--- config.mk ---
export PLATFORM = sky130hd
export DESIGN_NAME = inst_encoder_loader
export DESIGN_NICKNAME = d
export VERILOG_FILES = /design/src/rtl/inst_encoder_loader.sv
export SDC_FILE = /design/constraint.sdc
export NUM_CORES = 1
export LEC_CHECK = 0
export CORE_AREA = 2 2 79 89
export DETAILED_ROUTE_END_ITERATION = 6
export DIE_AREA = 0 0 81 91
export PLACE_DENSITY_LB_ADDON = 0.15
export SYNTH_ARGS = -nofsm -noshare
export SYNTH_HDL_FRONTEND = slang
export SYNTH_SLANG_ARGS = --single-unit
--- constraint.sdc ---
create_clock -name clk -period 2.3 [get_ports clk]
set_input_delay 0.23 -clock clk [delete_from_list [all_inputs] [get_ports clk]]
set_output_delay 0.23 -clock clk [all_outputs]
set_load 0.005 [all_outputs]
--- src/rtl/inst_encoder_loader.sv ---
// inst_encoder_loader: encodes symbolic instruction requests into 16-bit ISA words and writes them sequentially into IM
// Ports: clk, rst (async, active-high); start/base_addr begin a load; abort returns to IDLE;
//   req_valid/req_ready/req_op/req_rd/req_ra/req_rb/req_imm request stream; im_wen/im_addr/im_wdata IM write port;
//   busy/done/overflow status; err_cnt rejected-request count; checksum XOR of written words.
// Optional: LOADER_CHECKSUM_EN enables the checksum register (otherwise checksum is tied to zero).
module inst_encoder_loader #(
  parameter int ADDR_W = 8,
  parameter int ERR_W  = 8
) (
  input  logic              clk,
  input  logic              rst,
  input  logic              start,
  input  logic [ADDR_W-1:0] base_addr,
  input  logic              abort,
  input  logic              req_valid,
  output logic              req_ready,
  input  logic [4:0]        req_op,
  input  logic [3:0]        req_rd,
  input  logic [3:0]        req_ra,
  input  logic [3:0]        req_rb,
  input  logic [9:0]        req_imm,
  output logic              im_wen,
  output logic [ADDR_W-1:0] im_addr,
  output logic [15:0]       im_wdata,
  output logic              busy,
  output logic              done,
  output logic              overflow,
  output logic [ERR_W-1:0]  err_cnt,
  output logic [15:0]       checksum
);
  typedef enum logic [1:0] {IDLE, RUN, DONE} state_t;
  state_t state, state_nx;
  logic [ADDR_W-1:0] wr_ptr;
  logic [15:0] word;
  logic legal, xfer, launch, halt;
  function automatic logic fits(input logic [9:0] v, input int n);
    logic [9:0] t;
    t = $signed(v) >>> (n - 1);
    return t == '0 || t == '1;
  endfunction
  assign req_ready = state == RUN;
  assign busy      = state == RUN;
  assign done      = state == DONE;
  assign xfer      = req_valid && req_ready && !abort;
  assign launch    = start && !abort && state != RUN;
  assign halt      = req_op == 5'd30;
  always_comb begin
    word  = '0;
    legal = 1'b1;
    case (req_op) inside
      [5'd0:5'd7]: begin
        word  = {3'b000, req_op[2:0], req_rd[3], req_rb[2:0], req_ra[2:0], req_rd[2:0]};
        legal = req_rd[3] == req_ra[3] && req_ra[3] == req_rb[3];
      end
      5'd8, 5'd9, 5'd14: begin
        word  = {6'b001000, req_rd[3], req_op == 5'd8 ? 3'b000 : req_op == 5'd9 ? 3'b001 : 3'b011,
                 req_ra[2:0], req_rd[2:0]};
        legal = req_rd[3] == req_ra[3];
      end
      5'd12: begin
        word  = {10'b0010000010, req_ra[2:0], req_rd[2:0]};
        legal = req_ra[3] && !req_rd[3];
      end
      5'd13: begin
        word  = {10'b0010001010, req_ra[2:0], req_rd[2:0]};
        legal = !req_ra[3] && req_rd[3];
      end
      5'd15: begin
        word  = {6'b001001, req_rd[3], req_imm[2:0], req_ra[2:0], req_rd[2:0]};
        legal = req_rd[3] == req_ra[3] && fits(req_imm, 3);
      end
      5'd17: begin
        word  = {6'b001010, req_ra[3], req_rb[2:0], req_ra[2:0], req_imm[2:0]};
        legal = req_ra[3] == req_rb[3] && fits(req_imm, 3);
      end
      5'd16: begin
        word  = {3'b010, req_imm[8:6], req_rd[3], req_imm[5:0], req_rd[2:0]};
        legal = fits(req_imm, 9);
      end
      5'd10, 5'd11: begin
        word  = {6'b100000, req_ra[3], req_rb[2:0], req_ra[2:0], 2'b00, req_op[0]};
        legal = req_ra[3] == req_rb[3];
      end
      5'd18, 5'd19, 5'd20:
        word = {3'b100, req_op == 5'd18 ? 3'b001 : req_op == 5'd19 ? 3'b010 : 3'b100, req_imm};
      5'd21: begin
        word  = {6'b100101, req_ra[3], req_imm[5:3], req_ra[2:0], req_imm[2:0]};
        legal = fits(req_imm, 6);
      end
      5'd30: word = 16'hE000;
      default: legal = 1'b0;
    endcase
  end
  always_comb begin
    state_nx = state;
    if (abort) state_nx = IDLE;
    else if (launch) state_nx = RUN;
    else if (xfer && legal && (halt || &wr_ptr)) state_nx = DONE;
  end
  always_ff @(posedge clk or posedge rst)
    if (rst) state <= IDLE;
    else state <= state_nx;
  always_ff @(posedge clk or posedge rst) begin
    if (rst) begin
      im_wen   <= 1'b0;
      im_addr  <= '0;
      im_wdata <= '0;
      wr_ptr   <= '0;
      overflow <= 1'b0;
      err_cnt  <= '0;
    end else begin
      im_wen <= 1'b0;
      if (launch) begin
        wr_ptr   <= base_addr;
        overflow <= 1'b0;
        err_cnt  <= '0;
      end else if (xfer && legal) begin
        im_wen   <= 1'b1;
        im_addr  <= wr_ptr;
        im_wdata <= word;
        wr_ptr   <= wr_ptr + 1'b1;
        if (&wr_ptr && !halt) overflow <= 1'b1;
      end else if (xfer && ~&err_cnt) begin
        err_cnt <= err_cnt + 1'b1;
      end
    end
  end
`ifdef LOADER_CHECKSUM_EN
  logic [15:0] sum;
  always_ff @(posedge clk or posedge rst)
    if (rst) sum <= '0;
    else if (launch) sum <= '0;
    else if (im_wen) sum <= sum ^ im_wdata;
  assign checksum = sum;
`else
  assign checksum = 16'h0000;
`endif
endmodule

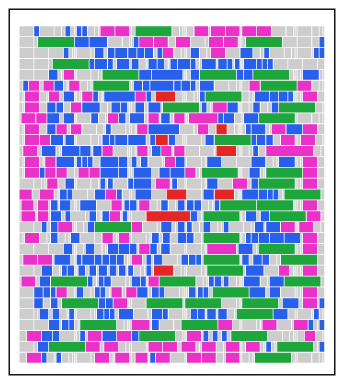
*Placed cells, one colour a class*
(4 px per um) Fill, decap, tap and diode cells in grey.
green -> flip-flops  # cells 44
blue -> all other logic  # cells 284
magenta -> other buffers and delay cells  # cells 127
red -> clock drivers and dummy loads  # cells 8

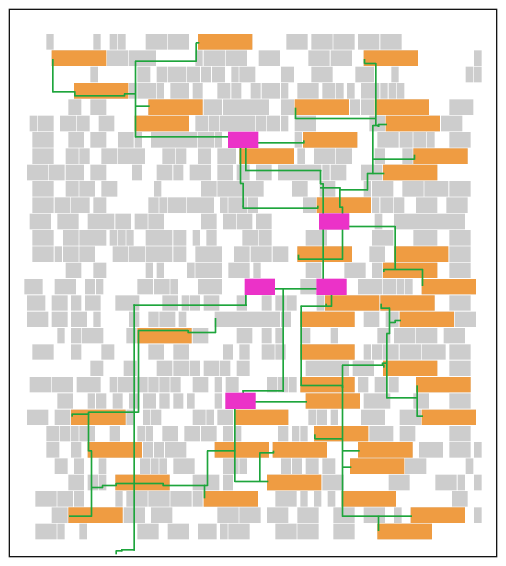
*Clock wires, drivers and flops*
(6 px per um)
green -> clock wires  # length 605 um
magenta -> cells driving clock nets  # count 5
orange -> flip-flops  # count 44
flops lie = widely spread
Clk. pwr: 627 uW
Worst-Skew Late Latency: 300 ps
clk_skew: 3.76 ps
Clock Power Share: 0.255

==> out/metrics.cfg <==
[status]
status=complete, no violations

[synth]
synth_top_cell_by_area=dfrtp_1
yosys.area_share.aoi=0.211
synth_area_um2=2960
xor_area_frac=0.00887
synth.top_cell.area_share=0.372
synth-edff-count=0
top_cell=dfrtp_1
ys_cells=353
ys_sh_adder=0.0253

[grt]
grtUsageTotal=0.239
grt_pass1_wl_mm=14.0
grt_max_degree=45
grt-ovfl-total=0

[die]
io_pins=93
chipArea_um2=7370
die_x_um=81

[flow_run]
tool_warnings=30

[power_and_ir_drop]
finalPower_uw=2460

[setup_path]
critPathCapture=im_addr[6]$_DFFE_PP0P_
path_cells=clkdlybuf4s50_1, or3b_1, o31ai_4, a31oi_4, o211ai_4, bufbuf_16, mux2_2

[clock_tree]
cts.sinks=44
path_clk_slew_ps=90
h-tree-depth=2

[detailed_routing]
ant_nets=0

[timing]
report.final.setup_viol=0
worst_pin_slew_ps=573
grt_setup_unrepaired=yes

[placement]
finalWeightedCongestion=0.897

[layout]
diodes=0
syn2layout_area_growth_pct=44.4

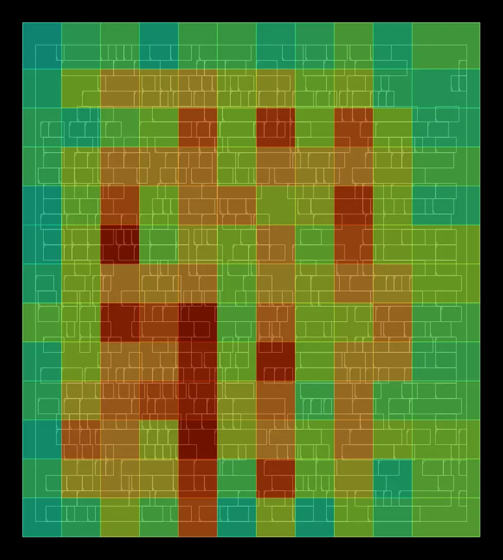
*Routing congestion*
met2 usage: 0.404
wire per inst: 15.6 um

layout by cell type, fill, tap and decap left out, types with 2 or more instances in the layout:
| cell | Yosys | layout |
|---|---|---|
| xnor2_1 | 2 | 2 |
| a31o_2 | 4 | 4 |
| o31ai_1 | 5 | 4 |
| o22ai_1 | 5 | 3 |
| nand4_1 | 6 | 6 |
| a22oi_1 | 6 | 6 |
| o21ai_0 | 30 | 28 |
| nor3_1 | 8 | 8 |
| o22ai_2 | 0 | 2 |
| nor2_1 | 22 | 21 |
| nor3b_1 | 4 | 4 |
| nor2b_1 | 6 | 5 |
| or3_1 | 3 | 3 |
| nand3_1 | 11 | 10 |
| inv_1 | 16 | 15 |
| buf_12 | 0 | 2 |
| and3_1 | 9 | 9 |
| nor4_1 | 5 | 4 |
| dlygate4sd2_1 | 0 | 3 |
| clkbuf_8 | 0 | 5 |
| a211oi_1 | 3 | 3 |
| dfrtp_1 | 44 | 44 |
| a222oi_1 | 2 | 2 |
| a221o_1 | 4 | 4 |
| ha_1 | 6 | 6 |
| nand2b_1 | 7 | 7 |
| a21o_1 | 3 | 3 |
| buf_4 | 17 | 48 |
| and2_1 | 2 | 2 |
| mux2i_1 | 8 | 8 |
| clkdlybuf4s50_1 | 0 | 72 |
| nand2_1 | 36 | 36 |
| a31oi_1 | 5 | 4 |
| a21oi_1 | 22 | 22 |
| mux2_2 | 9 | 9 |
| conb_1 | 1 | 16 |
| nand3b_1 | 4 | 4 |
| o21ai_1 | 0 | 2 |
layer usage:
| metal | vias up | part of all wire | global-route usage |
|---|---|---|---|
| met5 | - | 0 | 0 |
| met4 | 0 | 0.019 | 0.0777 |
| met3 | 12 | 0.048 | 0.0258 |
| met2 | 97 | 0.50 | 0.404 |
| met1 | 1492 | 0.43 | 0.315 |
| li1 | 1462 | - | - |
worst min-delay path by stage:
stage | startpoint | to | slack (ps) | cells after the start
after detailed placement | im_wdata[12]$_DFFE_PP0P_ | im_wdata[12]$_DFFE_PP0P_ | 470 | 1
after global placement | im_wdata[12]$_DFFE_PP0P_ | im_wdata[12]$_DFFE_PP0P_ | 460 | 1
after floorplan | abort | state[1]$_DFFE_PP0P_ | 300 | 1
final | rst | wr_ptr[2]$_DFFE_PP0P_ | 360 | 3
after global routing | rst | im_addr[2]$_DFFE_PP0P_ | 420 | 3
after CTS | rst | im_wdata[14]$_DFFE_PP0P_ | 390 | 3
power breakdown:
part | switching [uW] | internal (uW) | total [uW]
Combinational | 317 | 479 | 795
Clock | 299 | 328 | 627
Sequential | 108 | 927 | 1040
Total | 724 | 1730 | 2460
final cells by class:
type / count / area (um2)
clock buffer: 5 / 68.8
clock inverter: 3 / 46.3
fill: 578 / 2160
inverter: 16 / 60.1
multi-input combinational: 268 / 1710
sequential: 44 / 1100
tap: 82 / 103
timing repair buffer: 127 / 1190
through the flow:
step | setup TNS (ps) | worst slack (ps)
floorplan | 0 | 206
global route | -194 | -30.2
detailed placement | -13370 | -447
CTS | -46.1 | -27.2
finish | 0 | 15.3
global placement | -11520 | -400
timing repair:
item	4_1_cts	5_1_grt
resized	9	10
pin swaps	4	4
buffers inserted	1	1
setup endpoints to repair	14	28
gates cloned	1	0
hold buffers	0	0
No activity file was given, so power comes from the tool's default toggle rates.
